run_1/clock_wires.png
Scale: 6 px per µm.
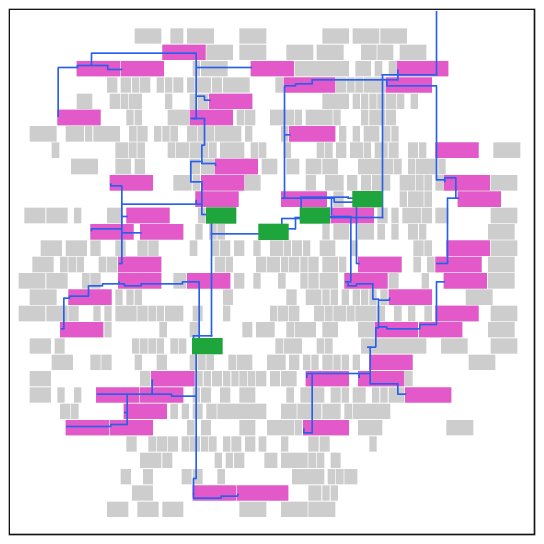
run_1/layers.png
Scale: 3 px per µm.
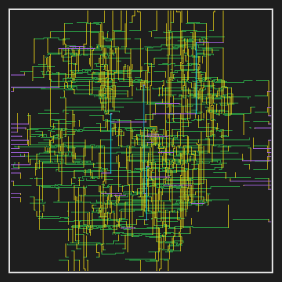
run_1/m3.png
Scale: 6 px per µm.
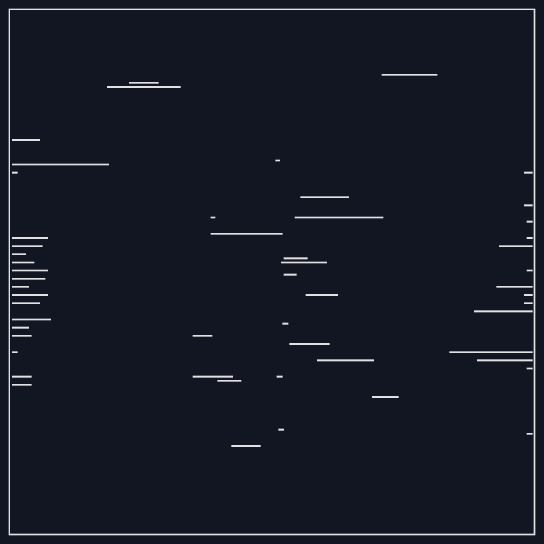
`src/rtl/video_timing_gen.sv`:
```
// Parametrised raster timing generator: pixel/line counters, syncs, display enable,
// line/frame strobes, a frame counter and a raster-line / vblank interrupt pair.
// Latency: every output is registered and is decoded from the counter values that the
// same clock edge loads, so all outputs describe the pixel currently shown in h_count/v_count.
// Backpressure: none. pixel_en gates raster advance. With pixel_en low the raster state
// holds and the strobes stay low.
//
// Ports:
//   clock, reset          rising-edge clock, synchronous active-high reset
//   pixel_en              advance the raster by one pixel this clock
//   h_count, v_count      current pixel column / line
//   visible, h_sync, v_sync, line_start, frame_start, frame_count   raster decode
//   irq_line_write/in, irq_enable_write/in, irq_ack                 CPU register access
//   irq_status, irq       pending interrupt bits and the gated interrupt line
module video_timing_gen #(
  parameter int H_VISIBLE   = 640,
  parameter int H_FRONT     = 16,
  parameter int H_SYNC      = 96,
  parameter int H_BACK      = 48,
  parameter int V_VISIBLE   = 480,
  parameter int V_FRONT     = 10,
  parameter int V_SYNC      = 2,
  parameter int V_BACK      = 33,
  parameter int H_SYNC_POL  = 0,
  parameter int V_SYNC_POL  = 0,
  parameter int COUNT_WIDTH = 10,
  parameter int FRAME_WIDTH = 10
) (
  input  logic                   clock,
  input  logic                   reset,
  input  logic                   pixel_en,
  output logic [COUNT_WIDTH-1:0] h_count,
  output logic [COUNT_WIDTH-1:0] v_count,
  output logic                   visible,
  output logic                   h_sync,
  output logic                   v_sync,
  output logic                   line_start,
  output logic                   frame_start,
  output logic [FRAME_WIDTH-1:0] frame_count,
  input  logic                   irq_line_write,
  input  logic [COUNT_WIDTH-1:0] irq_line_in,
  input  logic                   irq_enable_write,
  input  logic [1:0]             irq_enable_in,
  input  logic [1:0]             irq_ack,
  output logic [1:0]             irq_status,
  output logic                   irq
);

  localparam int H_TOTAL = H_VISIBLE + H_FRONT + H_SYNC + H_BACK;
  localparam int V_TOTAL = V_VISIBLE + V_FRONT + V_SYNC + V_BACK;

  localparam logic [COUNT_WIDTH-1:0] H_LAST = COUNT_WIDTH'(H_TOTAL - 1);
  localparam logic [COUNT_WIDTH-1:0] V_LAST = COUNT_WIDTH'(V_TOTAL - 1);

  // Region boundaries carry one spare bit so a sync that ends exactly at the
  // counter's full range still compares correctly.
  localparam logic [COUNT_WIDTH:0] H_VIS_X   = (COUNT_WIDTH+1)'(H_VISIBLE);
  localparam logic [COUNT_WIDTH:0] H_SS_X    = (COUNT_WIDTH+1)'(H_VISIBLE + H_FRONT);
  localparam logic [COUNT_WIDTH:0] H_SE_X    = (COUNT_WIDTH+1)'(H_VISIBLE + H_FRONT + H_SYNC);
  localparam logic [COUNT_WIDTH:0] V_VIS_X   = (COUNT_WIDTH+1)'(V_VISIBLE);
  localparam logic [COUNT_WIDTH:0] V_SS_X    = (COUNT_WIDTH+1)'(V_VISIBLE + V_FRONT);
  localparam logic [COUNT_WIDTH:0] V_SE_X    = (COUNT_WIDTH+1)'(V_VISIBLE + V_FRONT + V_SYNC);

  localparam logic H_ACT = (H_SYNC_POL != 0) ? 1'b1 : 1'b0;
  localparam logic V_ACT = (V_SYNC_POL != 0) ? 1'b1 : 1'b0;

  logic [COUNT_WIDTH-1:0] h_q, h_d, v_q, v_d;
  logic [FRAME_WIDTH-1:0] frame_q, frame_d;
  logic                   visible_q, visible_d;
  logic                   h_sync_q, h_sync_d, v_sync_q, v_sync_d;
  logic                   line_start_q, line_start_d;
  logic                   frame_start_q, frame_start_d;
  logic [COUNT_WIDTH-1:0] irq_line_q, irq_line_d;
  logic [1:0]             irq_enable_q, irq_enable_d;
  logic [1:0]             irq_status_q, irq_status_d;
  logic                   irq_q, irq_d;

  logic                   h_wrap, v_wrap;
  logic [1:0]             irq_set;
  logic [COUNT_WIDTH:0]   h_ext, v_ext;

  always_comb begin
    h_wrap        = (h_q == H_LAST);
    v_wrap        = (v_q == V_LAST);
    h_d           = h_q;
    v_d           = v_q;
    frame_d       = frame_q;
    line_start_d  = 1'b0;
    frame_start_d = 1'b0;
    irq_set       = 2'b00;

    if (pixel_en) begin
      h_d = h_wrap ? '0 : h_q + 1'b1;
      if (h_wrap) begin
        v_d          = v_wrap ? '0 : v_q + 1'b1;
        line_start_d = 1'b1;
        if (v_wrap) begin
          frame_d       = frame_q + 1'b1;
          frame_start_d = 1'b1;
        end
        // Compare against the register value before any write on this edge.
        irq_set[0] = (v_d == irq_line_q);
        irq_set[1] = ({1'b0, v_d} == V_VIS_X);
      end
    end

    // Decode from the next counter values so the registered decode lines up
    // with the registered counters.
    h_ext     = {1'b0, h_d};
    v_ext     = {1'b0, v_d};
    visible_d = (h_ext < H_VIS_X) && (v_ext < V_VIS_X);
    h_sync_d  = ((h_ext >= H_SS_X) && (h_ext < H_SE_X)) ? H_ACT : ~H_ACT;
    v_sync_d  = ((v_ext >= V_SS_X) && (v_ext < V_SE_X)) ? V_ACT : ~V_ACT;

    // A set on the same edge as an ack wins.
    irq_status_d = (irq_status_q & ~irq_ack) | irq_set;
    irq_line_d   = irq_line_write   ? irq_line_in   : irq_line_q;
    irq_enable_d = irq_enable_write ? irq_enable_in : irq_enable_q;
    irq_d        = |(irq_status_d & irq_enable_d);
  end

  always_ff @(posedge clock) begin
    if (reset) begin
      h_q           <= H_LAST;
      v_q           <= V_LAST;
      frame_q       <= '1;
      visible_q     <= 1'b0;
      h_sync_q      <= ~H_ACT;
      v_sync_q      <= ~V_ACT;
      line_start_q  <= 1'b0;
      frame_start_q <= 1'b0;
      irq_line_q    <= '0;
      irq_enable_q  <= 2'b00;
      irq_status_q  <= 2'b00;
      irq_q         <= 1'b0;
    end else begin
      h_q           <= h_d;
      v_q           <= v_d;
      frame_q       <= frame_d;
      visible_q     <= visible_d;
      h_sync_q      <= h_sync_d;
      v_sync_q      <= v_sync_d;
      line_start_q  <= line_start_d;
      frame_start_q <= frame_start_d;
      irq_line_q    <= irq_line_d;
      irq_enable_q  <= irq_enable_d;
      irq_status_q  <= irq_status_d;
      irq_q         <= irq_d;
    end
  end

  assign h_count     = h_q;
  assign v_count     = v_q;
  assign frame_count = frame_q;
  assign visible     = visible_q;
  assign h_sync      = h_sync_q;
  assign v_sync      = v_sync_q;
  assign line_start  = line_start_q;
  assign frame_start = frame_start_q;
  assign irq_status  = irq_status_q;
  assign irq         = irq_q;

endmodule

```
`config.mk`:
```
export PLATFORM = sky130hd
export DESIGN_NAME = video_timing_gen
export DESIGN_NICKNAME = d
export VERILOG_FILES = /design/src/rtl/video_timing_gen.sv
export SDC_FILE = /design/constraint.sdc
export NUM_CORES = 1
export LEC_CHECK = 0
export ABC_AREA = 1
export CORE_UTILIZATION = 35
export CTS_CLUSTER_DIAMETER = 120
export DETAILED_ROUTE_END_ITERATION = 16
export MAX_ROUTING_LAYER = met4
export PLACE_DENSITY = 0.65
export SETUP_SLACK_MARGIN = 0.4
export SKIP_CTS_REPAIR_TIMING = 1
export SYNTH_ARGS = -nofsm -noshare
export SYNTH_HDL_FRONTEND = slang
export SYNTH_SLANG_ARGS = --single-unit
```
`constraint.sdc`:
```
create_clock -name clock -period 2.46 [get_ports clock]
set_clock_uncertainty 0.15 [all_clocks]
set_input_delay 0.492 -clock clock [delete_from_list [all_inputs] [get_ports clock]]
set_output_delay 0.492 -clock clock [all_outputs]
set_load 0.05 [all_outputs]
```
==> results.py, run 1 <==
# Synthesis and PnR figures
metrics = {
    "route": {
        "wl_met3_um": 247,
        "wl_met1_um": 3220,
    },
    "cells_and_area": {
        "nNonClkBuffers": 76,
        "drive_gt1_share_pct": 14.4,
        "final_cell_count_no_fill": 539,
        "sh_seq_area_pct": 28.3,
        "clockBufferCount": 5,
        "regArea_um2": 1020,
        "final_nets": 465,
        "final_common_cell": "nand2_1",
        "fill_cells": 684,
    },
    "status": {
        "status": "completed",
    },
    "logic_synthesis": {
        "ys_warn_count": 0,
        "top_cell": "nand2_1",
        "syn-mean-instance-area_um2": 6.88,
        "edf_count": 0,
        "ys_top_logic_family": "simple AND/OR/NAND/NOR gates",
        "synth_seq_share_pct": 39.3,
        "synthTopCellsByCount": "78 x nand2_1, 51 x inv_1, 50 x dfxtp_1",
        "async_flop_share_pct": 0,
        "yosys.area.top_type_share_pct": 39.3,
    },
    "grt": {
        "grt.busiest_layer": "met2",
        "antenna_found_initial": 0,
        "grt_usage_pct": 16.9,
        "gr-total-overflow": 0,
    },
    "die": {
        "initCoreUtil_pct": 36.9,
        "fp.dieW_um": 87.3,
    },
    "pwr": {
        "p_seq_share_pct": 38.7,
        "clockPowerShare_pct": 22.9,
        "power.group.top": "sequential cells",
        "powerComb_uw": 949,
    },
    "clock_network": {
        "clkSinkCount": 50,
        "clk_pin_slew_ns": 0.09,
        "cts_buffers": 5,
        "clock_latency_ns": 0.29,
    },
    "hold_path": {
        "hp-start": "irq_line_q[3]",
        "min_to": "irq_line_q[3]",
    },
    "final_timing": {
        "max_slew_margin_pct": 63.7,
        "hold_violations": 0,
    },
    "critical_path": {
        "critPathBufInv": 3,
        "cp_cell_sequence": "inv_1 -> ha_1 -> nand2_1 -> nor2_4 -> nand3_4 -> buf_4 -> nand2_1 -> nor2_1 -> a211oi_1 -> inv_1 -> nor2_1 -> nand3b_1",
        "max_stage_delay_ns": 0.35,
        "start_kind": "flip-flop",
        "startpoint": "v_count[1]",
        "critPathArrivalTime_ns": 2.03,
    },
    "placement": {
        "placed_area_um2": 3250,
    },
}
Notes on clock_wires.png above:
[clock-net drivers] green | count: 5
[flip-flops] magenta | count: 50
[clock wires] blue | length: 581 µm
flops lie: widely spread
routed clock nets: 6

Notes on layers.png above:
[M2] yellow | wire length: 2,790 µm
[M4] cyan | wire length: 97.2 µm
[M1] green | wire length: 3,220 µm
[M3] purple | wire length: 248 µm

Notes on m3.png above:
main direction: horizontal
wire length on this layer: 248 µm
longest straight run: 15.9 µm
met3 Track Usage GR: 2.37%
drt total wl: 6360 µm
routed vias: 2,547

==> run 2: changes to the inputs <==
--- a/config.mk
+++ b/config.mk
@@ -10,7 +10,7 @@
 export CTS_CLUSTER_DIAMETER = 120
 export DETAILED_ROUTE_END_ITERATION = 16
 export MAX_ROUTING_LAYER = met4
-export PLACE_DENSITY = 0.65
+export PLACE_DENSITY = 0.67
 export SETUP_SLACK_MARGIN = 0.4
 export SKIP_CTS_REPAIR_TIMING = 1
 export SYNTH_ARGS = -nofsm -noshare
==> constraint.sdc (replaced) <==
create_clock -name clock -period 1.81 [get_ports clock]
set_clock_uncertainty 0.15 [all_clocks]
set_input_delay 0.362 -clock clock [delete_from_list [all_inputs] [get_ports clock]]
set_output_delay 0.362 -clock clock [all_outputs]
set_load 0.05 [all_outputs]
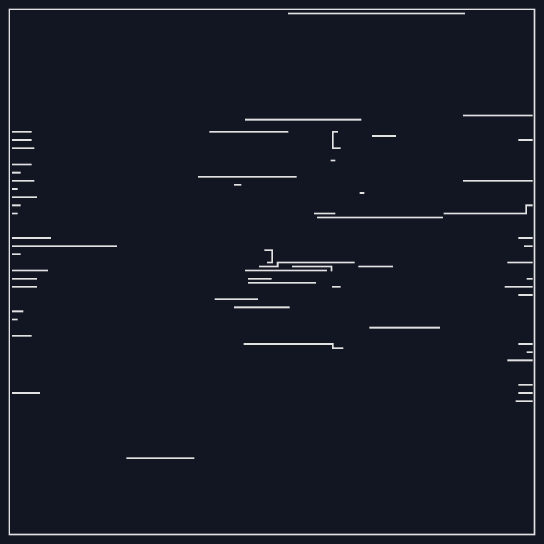
run_2/m3.png
Scale: 6 px per µm.
share of all routed wire: 4.8%
nets with wire on the layer: 53
wire length on this layer: 368 µm
main direction: horizontal

==> results.py, run 2 <==
# Synthesis and PnR figures
metrics = {
    "pwr": {
        "clockPowerShare_pct": 19.8,
        "p_seq_share_pct": 33.4,
        "power.group.top": "combinational logic",
        "powerComb_uw": 1840,
    },
    "final_timing": {
        "layout_setup_ws_ns": -0.160,
        "setup_viol": 13,
        "hold_violations": 0,
    },
    "status": {
        "status": "finished, violations left",
        "violations": "negative setup slack",
    },
    "logic_synthesis": {
        "synth_seq_share_pct": 39.3,
        "ys_top_logic_family": "simple AND/OR/NAND/NOR gates",
        "syn-mean-instance-area_um2": 6.88,
        "yosys.area.top_type_share_pct": 39.3,
        "ys_warn_count": 0,
        "async_flop_share_pct": 0,
        "synthTopCellsByCount": "78 x nand2_1, 51 x inv_1, 50 x dfxtp_1",
    },
    "critical_path": {
        "critPathBufInv": 2,
        "cp_cell_sequence": "ha_4 -> nand3_4 -> nor2_4 -> inv_2 -> nor2_4 -> buf_6 -> nand3_2 -> nor3_2 -> nand2_1 -> o21ai_2 -> and2_1",
        "startpoint": "h_count[1]",
        "critPathArrivalTime_ns": 2.07,
        "start_kind": "flip-flop",
        "max_stage_delay_ns": 0.37,
    },
    "route": {
        "wl_met3_um": 367,
        "wl_met1_um": 3410,
        "via_count": 2768,
    },
    "placement": {
        "placed_area_um2": 3780,
    },
    "cells_and_area": {
        "final_cell_count_no_fill": 588,
        "nNonClkBuffers": 126,
        "drive_gt1_share_pct": 43.9,
        "fill_cells": 564,
        "regArea_um2": 1080,
    },
    "grt": {
        "grt_usage_pct": 18.7,
        "antenna_found_initial": 0,
        "grt.busiest_layer": "met2",
        "grt_util_met3_pct": 3.32,
        "gr-total-overflow": 0,
    },
    "clock_network": {
        "clkSinkCount": 50,
        "cts_buffers": 5,
        "clock_latency_ns": 0.30,
    },
    "hold_path": {
        "min_to": "irq_line_q[0]",
    },
    "die": {
        "initCoreUtil_pct": 36.9,
        "fp.dieW_um": 87.3,
    },
}
Power and IR drop assume default switching activity.
